==> config.mk <==
export PLATFORM = sky130hd
export DESIGN_NAME = stream_demux_1_4_flat
export DESIGN_NICKNAME = d
export VERILOG_FILES = /design/src/rtl/stream_demux_1_4_if.sv /design/src/rtl/stream_demux_1_4.sv /design/src/flat_wrapper.sv
export SDC_FILE = /design/constraint.sdc
export NUM_CORES = 1
export LEC_CHECK = 0
export ABC_CLOCK_PERIOD_IN_PS = 2000
export CAP_MARGIN = 5
export CORE_MARGIN = 10
export CORE_UTILIZATION = 34
export DETAILED_ROUTE_END_ITERATION = 8
export GPL_ROUTABILITY_DRIVEN = 0
export PLACE_DENSITY = 0.63
export SYNTH_ARGS = -nofsm -noshare
export SYNTH_HDL_FRONTEND = slang
export SYNTH_SLANG_ARGS = --single-unit
==> constraint.sdc <==
create_clock -name clk -period 2 [get_ports clk]
set_clock_uncertainty 0.05 [all_clocks]
set_input_delay 0.2 -clock clk [delete_from_list [all_inputs] [get_ports clk]]
set_output_delay 0.2 -clock clk [all_outputs]
set_load 0.01 [all_outputs]
==> src/rtl/stream_demux_1_4_if.sv <==
// Handshake bundle for the 1:4 stream demux: one input stream, four output
// channels with their per-channel delivered-beat counters.
interface stream_demux_1_4_if #(
  parameter int WIDTH = 4,
  parameter int CNT_W = 8
);
  logic [WIDTH-1:0]   in_data;
  logic [1:0]         in_sel;
  logic               in_valid;
  logic               in_ready;
  logic [4*WIDTH-1:0] out_data;
  logic [3:0]         out_valid;
  logic [3:0]         out_ready;
  logic [4*CNT_W-1:0] out_cnt;
  logic               idle;

  // master = the demux itself
  modport master (
    input  in_data, in_sel, in_valid, out_ready,
    output in_ready, out_data, out_valid, out_cnt, idle
  );

  // slave = the environment feeding the source and draining the sinks
  modport slave (
    output in_data, in_sel, in_valid, out_ready,
    input  in_ready, out_data, out_valid, out_cnt, idle
  );
endinterface

==> src/rtl/stream_demux_1_4.sv <==
// 1:4 stream demultiplexer: each beat is routed by in_sel into a one-entry
// holding slot per channel, with independent backpressure and a saturating count.
module stream_demux_1_4_lane #(
  parameter int WIDTH = 4,
  parameter int CNT_W = 8
) (
  input  logic             clk,
  input  logic             rst,
  input  logic             wr,
  input  logic [WIDTH-1:0] wdata,
  input  logic             rdy,
  output logic             vld,
  output logic [WIDTH-1:0] data,
  output logic [CNT_W-1:0] cnt
);
  typedef enum logic {EMPTY = 1'b0, FULL = 1'b1} slot_t;

  slot_t state, state_nxt;
  logic  drain;

  assign vld   = (state == FULL);
  assign drain = vld && rdy;

  always_ff @(posedge clk or posedge rst) begin
    if (rst) state <= EMPTY;
    else     state <= state_nxt;
  end

  // A refill in the draining cycle keeps the slot FULL, so there is no bubble.
  always_comb begin
    state_nxt = state;
    case (state)
      EMPTY:   if (wr) state_nxt = FULL;
      FULL:    if (!wr && rdy) state_nxt = EMPTY;
      default: state_nxt = EMPTY;
    endcase
  end

  always_ff @(posedge clk or posedge rst) begin
    if (rst)     data <= '0;
    else if (wr) data <= wdata;
  end

  always_ff @(posedge clk or posedge rst) begin
    if (rst)                      cnt <= '0;
    else if (drain && cnt != '1)  cnt <= cnt + CNT_W'(1);
  end
endmodule

module stream_demux_1_4 #(
  parameter int WIDTH = 4,
  parameter int CNT_W = 8
) (
  input logic                clk,
  input logic                rst,
  stream_demux_1_4_if.master bus
);
  localparam int NUM_LANES = 4;

  logic [NUM_LANES-1:0]             wr;
  logic [NUM_LANES-1:0]             vld;
  logic [NUM_LANES-1:0][WIDTH-1:0]  data;
  logic [NUM_LANES-1:0][CNT_W-1:0]  cnt;
  logic                             rdy;
  logic                             acc;

  // Ready looks only at the addressed channel; a stalled sink never blocks the others.
  assign rdy          = !rst && (!vld[bus.in_sel] || bus.out_ready[bus.in_sel]);
  assign acc          = bus.in_valid && rdy;
  assign bus.in_ready = rdy;

  for (genvar i = 0; i < NUM_LANES; i++) begin : g_lane
    assign wr[i] = acc && (bus.in_sel == 2'(i));

    stream_demux_1_4_lane #(
      .WIDTH (WIDTH),
      .CNT_W (CNT_W)
    ) u_lane (
      .clk   (clk),
      .rst   (rst),
      .wr    (wr[i]),
      .wdata (bus.in_data),
      .rdy   (bus.out_ready[i]),
      .vld   (vld[i]),
      .data  (data[i]),
      .cnt   (cnt[i])
    );
  end

  assign bus.out_valid = vld;
  assign bus.out_data  = data;
  assign bus.out_cnt   = cnt;
  assign bus.idle      = ~|vld;
endmodule

==> src/flat_wrapper.sv <==
// flat-port wrapper written by rule: the top's interface ports become plain ports
module stream_demux_1_4_flat 
#(
  parameter int WIDTH = 4,
  parameter int CNT_W = 8
)
  (clk, rst, bus_in_data, bus_in_sel, bus_in_valid, bus_out_ready, bus_in_ready, bus_out_data, bus_out_valid, bus_out_cnt, bus_idle);
  stream_demux_1_4_if #(.WIDTH(WIDTH), .CNT_W(CNT_W)) bus_i ();
  input logic clk;
  input logic rst;
  input wire logic [$bits(bus_i.in_data)-1:0] bus_in_data;
  input wire logic [$bits(bus_i.in_sel)-1:0] bus_in_sel;
  input wire logic [$bits(bus_i.in_valid)-1:0] bus_in_valid;
  input wire logic [$bits(bus_i.out_ready)-1:0] bus_out_ready;
  output wire logic [$bits(bus_i.in_ready)-1:0] bus_in_ready;
  output wire logic [$bits(bus_i.out_data)-1:0] bus_out_data;
  output wire logic [$bits(bus_i.out_valid)-1:0] bus_out_valid;
  output wire logic [$bits(bus_i.out_cnt)-1:0] bus_out_cnt;
  output wire logic [$bits(bus_i.idle)-1:0] bus_idle;
  assign bus_i.in_data = bus_in_data;
  assign bus_i.in_sel = bus_in_sel;
  assign bus_i.in_valid = bus_in_valid;
  assign bus_i.out_ready = bus_out_ready;
  assign bus_in_ready = bus_i.in_ready;
  assign bus_out_data = bus_i.out_data;
  assign bus_out_valid = bus_i.out_valid;
  assign bus_out_cnt = bus_i.out_cnt;
  assign bus_idle = bus_i.idle;
  stream_demux_1_4 #(.WIDTH(WIDTH), .CNT_W(CNT_W)) u_core (.clk(clk), .rst(rst), .bus(bus_i));
endmodule
==> reports/results.ini <==
[routing]
drt_iter0_drc=18
viasPerCell=5.05

[final_timing]
max_freq_mhz=550
finalClockPeriodUsage_pct=91.0
worst_slack_ns=0.181

[cts]
path_clk_slew_ns=0.10
post_cts_buffers=0
cts_resized=2

[grt]
use_met1_pct=13.0

[placed_design]
preCtsSetupSlack_ns=-0.0922
dp_cells=369
place_area_mm2=0.00329

[synth]
yosysTopAreaCell=dfrtp_1
yosys_cells=201

[setup_path]
worstSetupPathType=flip-flop to output pin
rr_worst_depth=4
cp_max_fo=3
critPathCapture=bus_in_ready

[status]
outcome=complete, no violations

[layout]
logic_area_mm2=0.00112
nonClkBufAreaFrac_pct=21.6
sh_comb_area_pct=33.1
multi_input_comb_cells=143
largest_class=flip-flops and latches
drive_above_1_share_pct=18.9

[worst_hold_path]
hold_class=input pin to asynchronous set/reset pin

[power]
powerComb_uw=965
powerDensity_mw_per_mm2=940

[floorplanning]
die_h_um=105

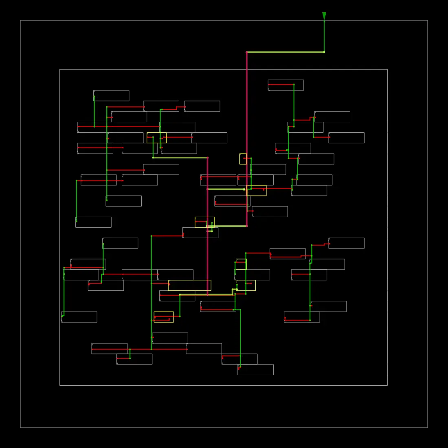
(images/final_clocks.png)
clock buffers: 5
Clock Latency Late Sink: 0.31 ns
number of sequential cells: 52
Clock group: 732 µW

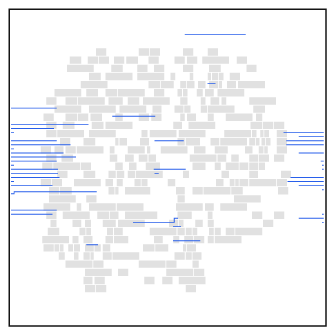
(images/met3.png)
Scale: 3 px per µm. Cells faint in the background.
main direction = horizontal
nets with wire on the layer = 40
share of all routed wire = 7.5%

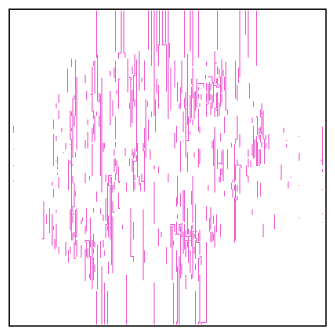
(images/met2.png)
Scale: 3 px per µm.
longest straight run = 38.1 µm
nets with wire on the layer = 267

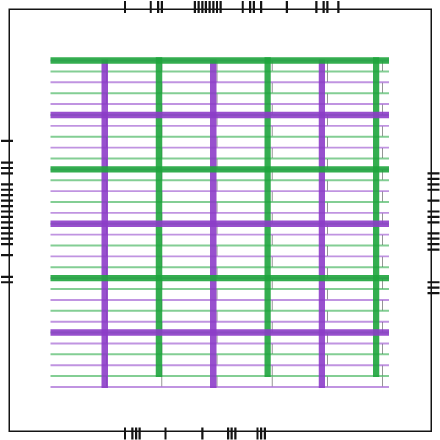
(images/pdn.png)
Scale: 4 px per µm. Pins as bars on the die edge. Tap cells in gray.
green -> VDD
purple -> VSS
rows = 30
met5 straps = 6
tap cells = 96

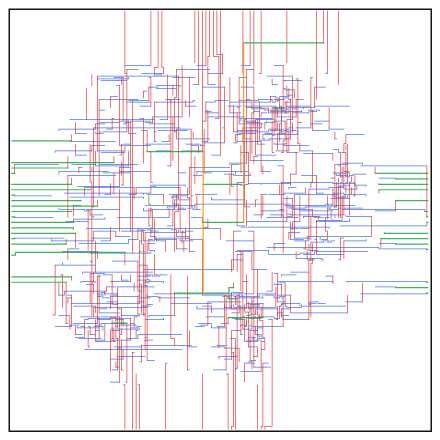
(images/metal_stack.png)
Scale: 4 px per µm.
orange -> met4  # wire length 80.2 µm
blue -> met1  # wire length 2620 µm
green -> met3  # wire length 445 µm
red -> met2  # wire length 2760 µm

Power figures rest on the tool's default switching activity, not on a simulated workload.
